Fig. 1: run 1, signal wires on met1
Scale bar: 50 um. Supply wires on this layer in gray.
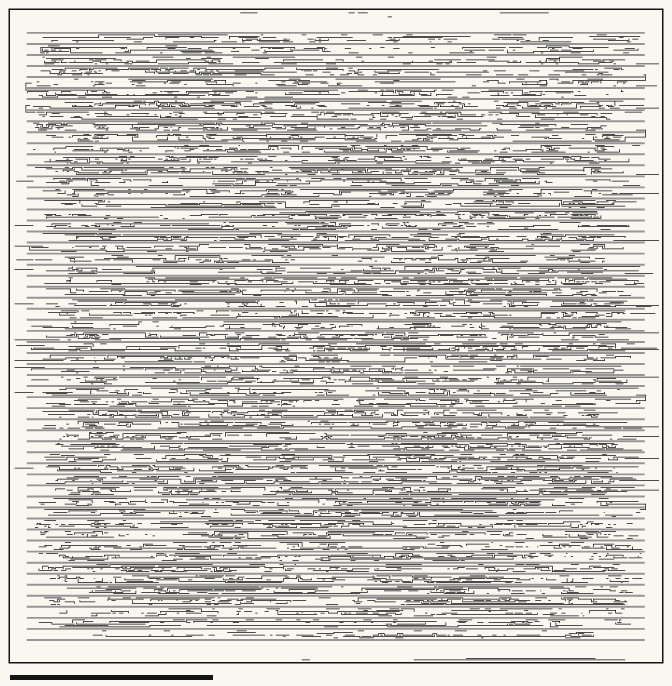
Fig. 2: run 1, the metal 2 layer
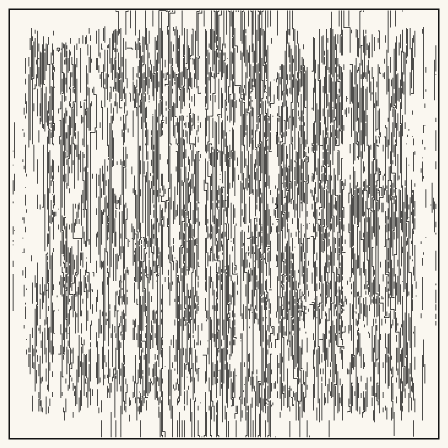
Fig. 3: run 1, signal wires on met3
Scale bar: 50 um. Cells faint in the background.
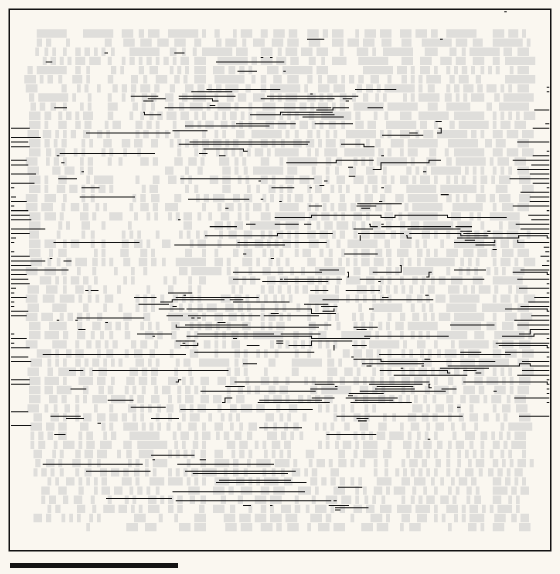
Fig. 4: run 1, the metal 4 layer
Supply wires on this layer in gray.
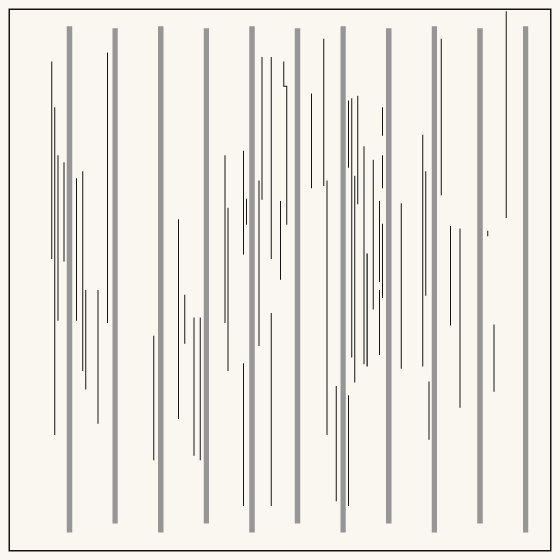
**config.mk**
```make
export PLATFORM = sky130hd
export DESIGN_NAME = pc_sequencer
export DESIGN_NICKNAME = d
export VERILOG_FILES = /design/src/rtl/pc_sequencer.sv
export SDC_FILE = /design/constraint.sdc
export NUM_CORES = 1
export LEC_CHECK = 0
export ABC_AREA = 1
export CAP_MARGIN = 10
export CELL_PAD_IN_SITES_DETAIL_PLACEMENT = 1
export CELL_PAD_IN_SITES_GLOBAL_PLACEMENT = 1
export CORE_MARGIN = 4
export CORE_UTILIZATION = 37
export DETAILED_ROUTE_END_ITERATION = 10
export PLACE_DENSITY = 0.84
export SLEW_MARGIN = 20
export SYNTH_ARGS = -nofsm -noshare
export SYNTH_HDL_FRONTEND = slang
export SYNTH_SLANG_ARGS = --single-unit
```
**constraint.sdc**
```tcl
create_clock -name CLK -period 11.7 [get_ports CLK]
set_clock_uncertainty 0.1 [all_clocks]
set_input_delay 2.34 -clock CLK [delete_from_list [all_inputs] [get_ports CLK]]
set_output_delay 2.34 -clock CLK [all_outputs]
set_load 0.01 [all_outputs]
```
**src/rtl/pc_sequencer.sv**
```systemverilog
// Next-PC selection for the single-cycle core: sequential/branch/jump/register-jump/exception
// targets, redirect capture across stalls, RUN/STALL/HALT control and a retired-instruction count.
module pc_sequencer #(
  parameter logic [31:0] RESET_VECTOR = 32'h0000_0000,
  parameter logic [31:0] EXC_VECTOR   = 32'h0000_0080
) (
  input  logic        CLK,
  input  logic        RESET,
  input  logic [31:0] cur_pc,
  input  logic        stall,
  input  logic        halt,
  input  logic        resume,
  input  logic        br_taken,
  input  logic [31:0] br_offset,
  input  logic        jmp,
  input  logic [25:0] jmp_index,
  input  logic        jr,
  input  logic [31:0] jr_target,
  input  logic        exc,
  output logic [31:0] coming_pc,
  output logic [2:0]  pc_src,
  output logic [1:0]  state,
  output logic [31:0] retired,
  output logic        misaligned
);

  typedef enum logic [1:0] {
    ST_RUN   = 2'd0,
    ST_STALL = 2'd1,
    ST_HALT  = 2'd2
  } state_e;

  typedef enum logic [2:0] {
    SRC_SEQ  = 3'd0,
    SRC_BR   = 3'd1,
    SRC_JMP  = 3'd2,
    SRC_JR   = 3'd3,
    SRC_EXC  = 3'd4,
    SRC_HOLD = 3'd5,
    SRC_PEND = 3'd6
  } src_e;

  state_e      state_q, state_d;
  logic        pend_valid_q, pend_valid_d;
  logic [31:0] pend_pc_q, pend_pc_d;
  src_e        pend_src_q, pend_src_d;
  logic [31:0] retired_q, retired_d;
  logic        misaligned_q, misaligned_d;

  logic [31:0] seq_pc;
  logic [31:0] br_pc;
  logic [31:0] jmp_pc;
  logic [31:0] jr_pc;
  logic        jr_mis;
  logic        redir_valid;
  src_e        redir_src;
  logic [31:0] redir_pc;
  logic [31:0] redir_raw;
  logic [31:0] pend_target;
  logic        pend_mis;

  assign seq_pc  = cur_pc + 32'd4;
  assign br_pc   = seq_pc + (br_offset << 2);
  assign jmp_pc  = {seq_pc[31:28], jmp_index, 2'b00};
  assign jr_pc   = {jr_target[31:2], 2'b00};
  assign jr_mis  = |jr_target[1:0];

  assign redir_valid = jr | jmp | br_taken;

  always_comb begin
    redir_src = SRC_SEQ;
    redir_pc  = seq_pc;
    if (jr) begin
      redir_src = SRC_JR;
      redir_pc  = jr_pc;
    end else if (jmp) begin
      redir_src = SRC_JMP;
      redir_pc  = jmp_pc;
    end else if (br_taken) begin
      redir_src = SRC_BR;
      redir_pc  = br_pc;
    end
  end

  // A latched jr keeps its raw low bits so misalignment is flagged only when it is applied.
  assign redir_raw   = jr ? jr_target : redir_pc;
  assign pend_target = (pend_src_q == SRC_JR) ? {pend_pc_q[31:2], 2'b00} : pend_pc_q;
  assign pend_mis    = (pend_src_q == SRC_JR) && (|pend_pc_q[1:0]);

  always_comb begin
    state_d      = state_q;
    pend_valid_d = pend_valid_q;
    pend_pc_d    = pend_pc_q;
    pend_src_d   = pend_src_q;
    retired_d    = retired_q;
    misaligned_d = misaligned_q;
    coming_pc    = cur_pc;
    pc_src       = SRC_HOLD;

    if (RESET) begin
      coming_pc = RESET_VECTOR;
    end else if (exc) begin
      coming_pc    = EXC_VECTOR;
      pc_src       = SRC_EXC;
      state_d      = ST_RUN;
      pend_valid_d = 1'b0;
    end else begin
      unique case (state_q)
        ST_RUN: begin
          if (stall) begin
            state_d = ST_STALL;
            if (redir_valid) begin
              pend_valid_d = 1'b1;
              pend_pc_d    = redir_raw;
              pend_src_d   = redir_src;
            end
          end else if (halt) begin
            state_d = ST_HALT;
          end else begin
            coming_pc = redir_pc;
            pc_src    = redir_src;
            retired_d = retired_q + 32'd1;
            if (jr && jr_mis) misaligned_d = 1'b1;
          end
        end

        ST_STALL: begin
          if (stall) begin
            if (!pend_valid_q && redir_valid) begin
              pend_valid_d = 1'b1;
              pend_pc_d    = redir_raw;
              pend_src_d   = redir_src;
            end
          end else begin
            state_d   = ST_RUN;
            retired_d = retired_q + 32'd1;
            if (pend_valid_q) begin
              coming_pc    = pend_target;
              pc_src       = SRC_PEND;
              pend_valid_d = 1'b0;
              if (pend_mis) misaligned_d = 1'b1;
            end else begin
              coming_pc = redir_pc;
              pc_src    = redir_src;
              if (jr && jr_mis) misaligned_d = 1'b1;
            end
          end
        end

        ST_HALT: begin
          if (resume) begin
            coming_pc = seq_pc;
            pc_src    = SRC_SEQ;
            retired_d = retired_q + 32'd1;
            state_d   = ST_RUN;
          end
        end

        default: begin
          state_d = ST_RUN;
        end
      endcase
    end
  end

  always_ff @(negedge CLK or posedge RESET) begin
    if (RESET) begin
      state_q      <= ST_RUN;
      pend_valid_q <= 1'b0;
      pend_pc_q    <= '0;
      pend_src_q   <= SRC_SEQ;
      retired_q    <= '0;
      misaligned_q <= 1'b0;
    end else begin
      state_q      <= state_d;
      pend_valid_q <= pend_valid_d;
      pend_pc_q    <= pend_pc_d;
      pend_src_q   <= pend_src_d;
      retired_q    <= retired_d;
      misaligned_q <= misaligned_d;
    end
  end

  assign state      = state_q;
  assign retired    = retired_q;
  assign misaligned = misaligned_q;

endmodule
```
==> flow_summary.json, run 1 <==
{
  "status": "finished clean",
  "route.met3.wl_um": 3470,
  "yosys.stat.chipArea_mm2": 0.00862,
  "floorplan.nets": 1687,
  "synthFlopType": "dfrtn_1",
  "n_fill_cell": 3187,
  "yosys.stat.seqShare": 0.203,
  "drv_slew": 0,
  "n_all_inverters": 213,
  "grt_max_degree": 72,
  "htree_levels": 3,
  "wl_met2_um": 21800,
  "top_layer_used": "met4",
  "wl_met1_um": 20100,
  "cpMostUsedCell": "nand2_1",
  "crit_chain": "clkdlybuf4s50_1 > buf_4 > inv_1 > nor3_1 > nand2_1 > nor2_1 > buf_4 > nand2_1 > nand2_1 > nand2_1 > ha_4 > nand2_2 > nor2_2 > inv_1 > nor2_1 > buf_4 > nand3_1 > nand4_1 > nand3_1 > nand3_1 > a31oi_1",
  "fin_util": 0.566,
  "core_region_area_mm2": 0.0228,
  "drive_gt1_frac": 0.161,
  "cts_sinks": 70,
  "boundaryPins": 201,
  "nNetsFinal": 2066,
  "die_h_um": 161,
  "drt-vias-per-instance": 5.44,
  "ir_worst_vdd_mv": 0.0565,
  "first_global_vias": 12502,
  "logic_area_mm2": 0.00607,
  "taps": 313,
  "ys_cells": 1518,
  "final_cell_count_no_fill": 2215,
  "slowest_delay_ps": 540,
  "ys_types": 51,
  "dr.pass1.iters": 6,
  "rsz0062_at_grt": "yes",
  "hold_viol": 0,
  "cts_buffer_depth": 2
}
Back to the opening pictures, Fig. 1:
1,915 nets have wire on it. The longest straight run is 98.0 um. The wires run mostly horizontal. The layer holds 42% of the routed length. The layer carries 20.1 mm of wire.
Total Wirelength: 47,600 um
via count: 12,050
met1 Track Usage GR: 0.474

Back to the opening pictures, Fig. 2:
The layer holds 46% of the routed length. The layer carries 21.8 mm of wire. 1,787 nets have wire on it. The longest straight run is 79.7 um.
met2 usage: 0.591

Back to the opening pictures, Fig. 3:
The wires run mostly horizontal. The longest straight run is 57.7 um. 272 nets have wire on it.
met3 GRT Util: 0.0426

Back to the opening pictures, Fig. 4:
46 nets have wire on it. The wires run mostly vertical. The layer holds 4.5% of the routed length. The layer carries 2,150 um of wire. The longest straight run is 97.2 um.

[run 1: per-stage QoR]
stage          hold WS [ps]  cell area (um^2)  total power, mW  setup WS [ps]
3_3_place_gp            310             12400            0.903           -297
5_1_grt                 355             12900             1.31          -84.0
4_1_cts                 331             12700             1.23           92.3
6_report                333             12900             1.24            119
2_1_floorplan           303              8620            0.622            781
3_5_place_dp            329             12400            0.928           -458
[run 1: sequential cells by signal, summed over array words and instances, names as in the netlist]
name and flops:
state 2, pend_src_q 2, pend_pc_q 32, retired 32
misaligned 1, pend_valid_q 1
[run 1: worst paths after layout]
check | slack, ps | cells past startpoint | start | end
max | 120 | 21 | cur_pc[4] | pend_pc_q[21]
min | 330 | 2 | misaligned | misaligned
max reg2reg | 8840 | 14 | retired[1] | retired[28]
min reg2reg | 330 | 2 | misaligned | misaligned
max in group asynchronous | 2380 | 3 | RESET | pend_pc_q[22]
min in group asynchronous | 8450 | 3 | RESET | state[0]
[run 1: per-layer routing]
| layer | up-vias | track usage |
|---|---|---|
| met5 | - | 0 |
| met1 | 5778 | 0.474 |
| met3 | 111 | 0.0426 |
| met2 | 543 | 0.591 |
| li1 | 5618 | - |
| met4 | 0 | 0.146 |
[run 1: repair_timing]
item | in CTS | in global routing
setup endpoints to repair | 5 | 14
pin swaps | 1 | 2
gates resized | 6 | 42
[run 1: cell families (layout without fill, tap and decap cells)]
group                      count (synthesis)  after routing  synth area share
and+or+nand+nor                          879            879             0.430
adders and majority gates                 38             38            0.0560
xor gates and xnor gates                  46             46            0.0467
AOI/OAI and AO/OA                        232            232             0.151
buffers and inverters                    253            637             0.113
DFF                                       70             70             0.203
[run 1: where the power goes]
part | switching (mW) | internal (mW) | total (mW)
clock | 0.122 | 0.167 | 0.288
combinational | 0.359 | 0.260 | 0.619
sequential | 0.0388 | 0.297 | 0.336
==> run 2: changes to the inputs <==
--- a/config.mk
+++ b/config.mk
@@ -13,6 +13,7 @@
 export CORE_UTILIZATION = 37
 export DETAILED_ROUTE_END_ITERATION = 10
 export PLACE_DENSITY = 0.84
+export RECOVER_POWER = 100
 export SLEW_MARGIN = 20
 export SYNTH_ARGS = -nofsm -noshare
 export SYNTH_HDL_FRONTEND = slang
Fig. 5: run 2, the clock network
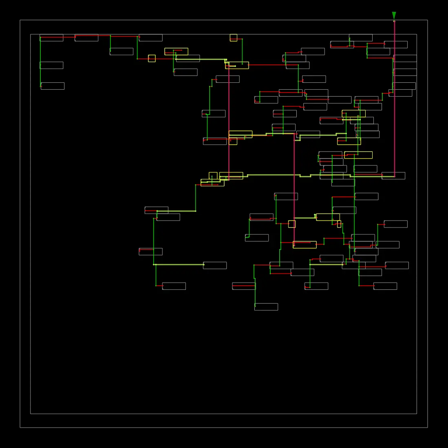
CTS Buf Count: 9
clock insertion delay at the later pin of the skew report: 350 ps
flop count: 70
clk_buf instances: 10

Fig. 6: run 2, signal wires on met1
Scale bar: 50 um. Supply wires on this layer in gray.
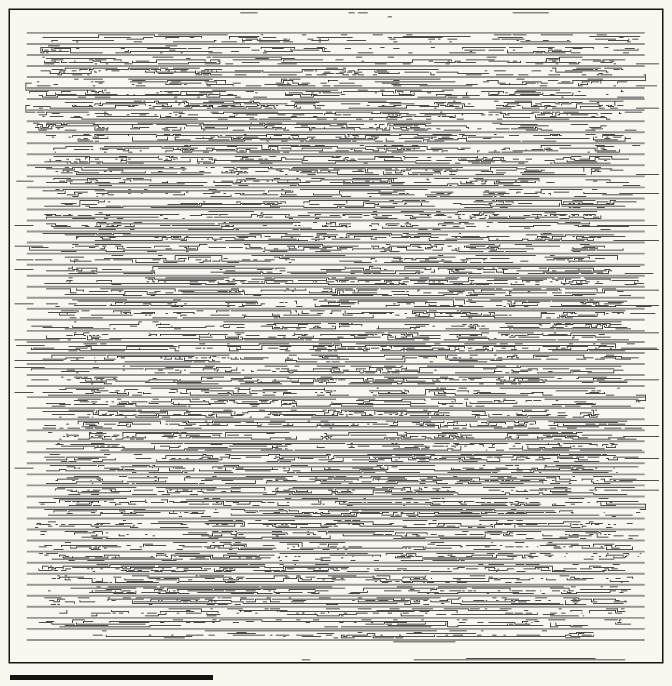
The layer carries 20.6 mm of wire. 1,916 nets have wire on it. The wires run mostly horizontal. The layer holds 43% of the routed length.
Total Wirelength: 47,600 um

==> flow_summary.json, run 2 <==
{
  "grt_max_degree": 72,
  "crit_start": "jr",
  "finalInstanceArea_mm2": 0.0128,
  "dr.pass1.iters": 6,
  "cap_viol_max_count": 1,
  "yosys.stat.seqShare": 0.203,
  "slowest_delay_ps": 740,
  "rr_startpoint": "state[1]",
  "worst_slew_pin_slew_ps": 1950,
  "drv_slew": 72,
  "cts_buffer_depth": 2,
  "drive_gt1_frac": 0.151,
  "n_fill_cell": 3200,
  "cpMostUsedCell": "inv_1",
  "floorplan.nets": 1687,
  "setup_slack_ps": 82.3,
  "ir_worst_vdd_mv": 0.0557,
  "num_vias": 12050,
  "ys_sh_mux": 0,
  "drt-vias-per-instance": 5.44,
  "core_region_area_mm2": 0.0228,
  "hold_viol": 0,
  "synth-compound-area-share": 0.151,
  "ys_cells": 1518,
  "synth-adder-area-share": 0.0560,
  "whs_ps": 333,
  "ys_types": 51,
  "worstHoldStart": "pend_pc_q[31]",
  "htree_levels": 3,
  "final_cell_count_no_fill": 2215,
  "yosys.stat.chipArea_mm2": 0.00862,
  "switching_share": 0.420,
  "status": "finished with violations",
  "post_dp_cell_area_mm2": 0.0124,
  "synthFlopType": "dfrtn_1",
  "fin_util": 0.561,
  "die_h_um": 161,
  "crit_chain": "dlygate4sd3_1 > nor2_1 > inv_1 > o31ai_1 > a31oi_1 > nand3_1 > nor3_1 > clkbuf_1 > inv_1 > nand2_1 > o211ai_1",
  "synthSimpleGateAreaFrac": 0.430,
  "cts_sinks": 70,
  "boundaryPins": 201,
  "violations": "capacitance limit, slew limit",
  "clockPowerShare": 0.235,
  "xor_area_frac": 0.0467,
  "syn_area_per_cell_um2": 5.68,
  "seqPwrFrac": 0.272,
  "rsz0062_at_grt": "yes",
  "pwr-share-comb": 0.493,
  "logic_family": "simple AND/OR/NAND/NOR gates"
}
Fig. 7: run 2, the metal 2 layer
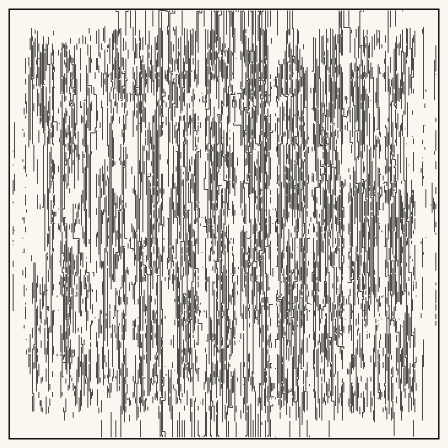
1,785 nets have wire on it. The longest straight run is 80.2 um.

## run 2: cell types whose count changed in the layout (fill, tap and decap cells not counted), moves of 6 or more
cell / change
buf_4: -6
clkdlybuf4s50_1: -55
dlygate4sd3_1: +55
inv_2: -6
## run 2: path summary, 6_finish.rpt
| kind | endpoint | slack (ps) | cells after the start |
|---|---|---|---|
| max in group asynchronous | pend_pc_q[22] | 1420 | 3 |
| max reg2reg | pend_pc_q[0] | 7920 | 13 |
| max | pend_pc_q[0] | 80 | 11 |
| min reg2reg | pend_pc_q[31] | 330 | 2 |
| min | pend_pc_q[31] | 330 | 2 |
| min in group asynchronous | state[0] | 8900 | 3 |
## run 2: critical path: cells and delay by family
family	cells	cell delay [ps]
compound gates	3	410
simple gates	4	820
buf+inv	4	2260
## run 2: power by group through the flow
stage          logic [mW]  clock network, mW  registers, mW
2_1_floorplan       0.289                  0          0.333
3_3_place_gp        0.572                  0          0.331
3_5_place_dp        0.592                  0          0.336
4_1_cts             0.603              0.291          0.333
5_1_grt             0.657              0.301          0.341
6_report            0.607              0.289          0.335
## run 2: repair_timing
action / CTS / global route
endpoints found under the setup margin: 5 / 14
resized: 6 / 42
pin swaps: 1 / 2
## run 2: final cells by class
type                    count  area (um^2)  share of cell area
flip-flops and latches     70         1750               0.137
inverters                 213          805              0.0629
clock inverters             6         70.1             0.00548
repair buffers            408         3540               0.277
multi-input cells        1195         5990               0.469
clock buffers              10          229              0.0179
well taps                 313          392              0.0306
## run 2: routing by layer
metal | global-route usage | up-vias | routed length, um
met5 | 0 | - | 0
met4 | 0.146 | 0 | 2150
met3 | 0.0426 | 110 | 3040
met2 | 0.591 | 508 | 21800
met1 | 0.474 | 5816 | 20600
li1 | - | 5616 | -
==> run 3: changes to the inputs <==
--- a/config.mk
+++ b/config.mk
@@ -9,12 +9,12 @@
 export CAP_MARGIN = 10
 export CELL_PAD_IN_SITES_DETAIL_PLACEMENT = 1
 export CELL_PAD_IN_SITES_GLOBAL_PLACEMENT = 1
-export CORE_MARGIN = 4
+export CORE_MARGIN = 5
 export CORE_UTILIZATION = 37
 export DETAILED_ROUTE_END_ITERATION = 10
 export PLACE_DENSITY = 0.84
 export RECOVER_POWER = 100
-export SLEW_MARGIN = 20
+export SLEW_MARGIN = 5
 export SYNTH_ARGS = -nofsm -noshare
 export SYNTH_HDL_FRONTEND = slang
 export SYNTH_SLANG_ARGS = --single-unit
Fig. 8: run 3, signal wires on met1
Scale bar: 50 um. Supply wires on this layer in gray.
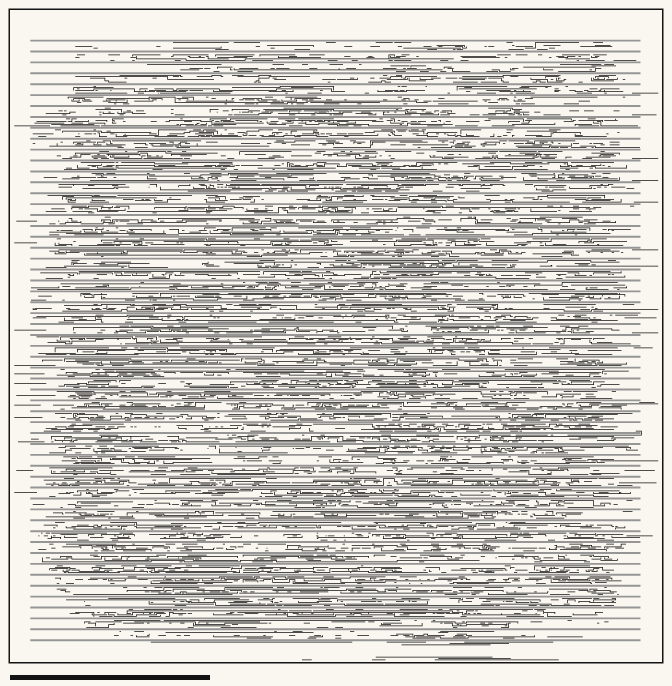
1,902 nets have wire on it. The layer carries 19,800 um of wire. The longest straight run is 58.9 um. The wires run mostly horizontal.
via count: 12,136
met1 Track Usage GR: 0.447
Total Wirelength: 47,200 um

Fig. 9: run 3, the clock network
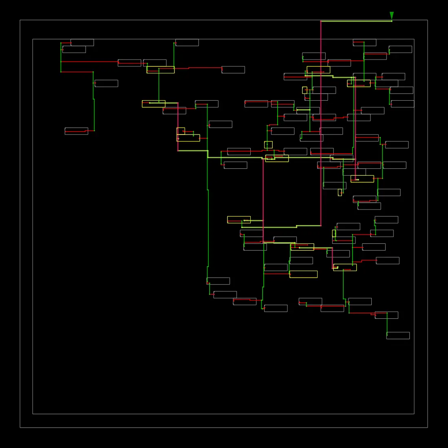
clock insertion delay at the later pin of the skew report: 360 ps
clock tree sinks: 70
clk_buf instances: 11
Clk power: 0.311 mW

==> flow_summary.json, run 3 <==
{
  "status": "finished with violations",
  "violations": "capacitance limit, slew limit",
  "path_max_fanout": 3,
  "drt-vias-per-instance": 5.51,
  "p_seq_mw": 0.334,
  "yosys.stat.chipArea_mm2": 0.00862,
  "drcViolationCount": 0,
  "slowest_delay_ps": 580,
  "dr.pass1.iters": 5,
  "holdBufCountCts": 0,
  "cap_viol_max_count": 1,
  "synth-adder-area-share": 0.0560,
  "post_dp_cell_area_mm2": 0.0123,
  "grt_overflow_total": 0,
  "pwr-share-comb": 0.484,
  "ys_sh_mux": 0,
  "syn_area_per_cell_um2": 5.68,
  "synth-compound-area-share": 0.151,
  "layout_top_cell": "nand2_1",
  "critPathCaptureType": "register",
  "cpMostUsedCell": "nand2_1",
  "switching_share": 0.411,
  "root_buffer": "clkbuf_16",
  "ir_worst_vdd_mv": 0.0581,
  "boundaryPins": 201,
  "initCoreUtil": 0.379,
  "ys_types": 51,
  "cts_buffer_depth": 2,
  "cp_top_family": "simple AND/OR/NAND/NOR gates",
  "worst_slew_pin_slew_ps": 2000,
  "drv_slew": 72,
  "clk_pin_slew_ps": 50,
  "xor_area_frac": 0.0467,
  "seqPwrFrac": 0.267,
  "ys_cells": 1518,
  "floorplan.nets": 1687,
  "worst-path-buf-inv": 4,
  "finalInstanceArea_mm2": 0.0127,
  "maxPowerGroup": "combinational cells",
  "synthSimpleGateAreaFrac": 0.430,
  "p_sw_mw": 0.513,
  "top_layer_used": "met4",
  "synthCells": 1518,
  "fp.dieArea_mm2": 0.0265,
  "synth_area_leader_cell": "nand2_1",
  "pg_comb_mw": 0.604,
  "grt_max_degree": 72,
  "cts_buffers": 9,
  "logic_family": "simple AND/OR/NAND/NOR gates",
  "route.met3.wl_um": 3210,
  "synthFlopType": "dfrtn_1",
  "fin_util": 0.558,
  "cpMaxStageDelayCell": "clkdlybuf4s50_1",
  "core_region_area_mm2": 0.0228,
  "clockPowerShare": 0.249,
  "ys_ff": 70,
  "use_met3": 0.0552,
  "die_w_um": 163,
  "setup_violations": 0,
  "drive_gt1_frac": 0.146,
  "tool_warnings": 35,
  "wl_met1_um": 19800,
  "crit_chain": "clkdlybuf4s50_1 > nand2_1 > buf_4 > nor2_1 > nand2_1 > nor3_2 > xor2_1 > inv_1 > ha_1 > nand2_1 > inv_1 > a21oi_1 > nor2_1 > o21ai_0 > nand4_1 > nand3_1 > nand2_1 > nand3_1 > o21ai_1",
  "die_h_um": 163,
  "htree_levels": 3,
  "hold_viol": 0,
  "rsz0062_at_grt": "yes",
  "yosys.stat.seqShare": 0.203,
  "cp.arrival_ps": 5820,
  "top_cell": "nand2_1",
  "syn_area_mm2": 0.00862,
  "wl_met2_um": 21700,
  "whs_ps": 330,
  "busiest_layer": "met2",
  "area_leaders": "nand2_1, dfrtn_1, inv_1"
}
Fig. 10: run 3, the metal 2 layer
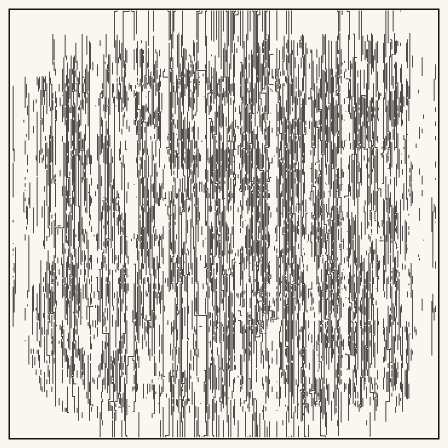
The longest straight run is 63.6 um. The wires run mostly vertical. The layer carries 21.7 mm of wire.
met2 usage: 0.581

==> run 3: cell counts after synthesis <==
Identical to the previous run, type by type.
==> run 3: repair_timing <==
item / in CTS / in global routing
pin swaps: 0 / 1
endpoints found under the setup margin: 3 / 11
resized: 4 / 21
==> run 3: area by class of cell <==
class / instances / area, um^2
Clock buffer: 11 / 233
Clock inverter: 5 / 82.6
Fill cell: 3194 / 10100
Inverter: 213 / 805
Multi-Input combinational cell: 1195 / 5980
Sequential cell: 70 / 1750
Tap cell: 313 / 392
Timing Repair Buffer: 395 / 3480
==> run 3: final timing paths <==
path / start / to / slack [ps] / cells past startpoint
setup / recovery: cur_pc[8] / pend_pc_q[28] / 110 / 19
hold / removal: pend_pc_q[10] / pend_pc_q[10] / 330 / 2
setup reg to reg: state[1] / pend_pc_q[2] / 8680 / 11
hold reg to reg: pend_pc_q[10] / pend_pc_q[10] / 330 / 2
max in group asynchronous: RESET / pend_pc_q[10] / 1390 / 3
min in group asynchronous: RESET / pend_pc_q[30] / 8930 / 3
==> run 3: metrics by stage <==
stage               setup WS [ps]  cells  power (mW)
finish                        112   2202        1.25
global route                -81.1   2202        1.31
CTS                          41.4   2202        1.24
detailed placement           -373   2186       0.927
global placement             -301   2186       0.900
floorplan                     781   1518       0.622
==> run 3: worst min-delay path: stages (launching register included) <==
cell     delay [ps]
dfrtn_1         410
nand2_1          60
nand2_1          50
==> run 3: kinds of logic (layout without fill, tap and decap cells) <==
| kind of cell | count (synthesis) | in the layout |
|---|---|---|
| AND-OR/OR-AND | 232 | 232 |
| XOR/XNOR | 46 | 46 |
| adder cells (fa/ha/maj) | 38 | 38 |
| buffers and inverters | 253 | 624 |
| flip-flops | 70 | 70 |
| AND/OR/NAND/NOR | 879 | 879 |
Power is estimated from default activity; no workload was simulated.
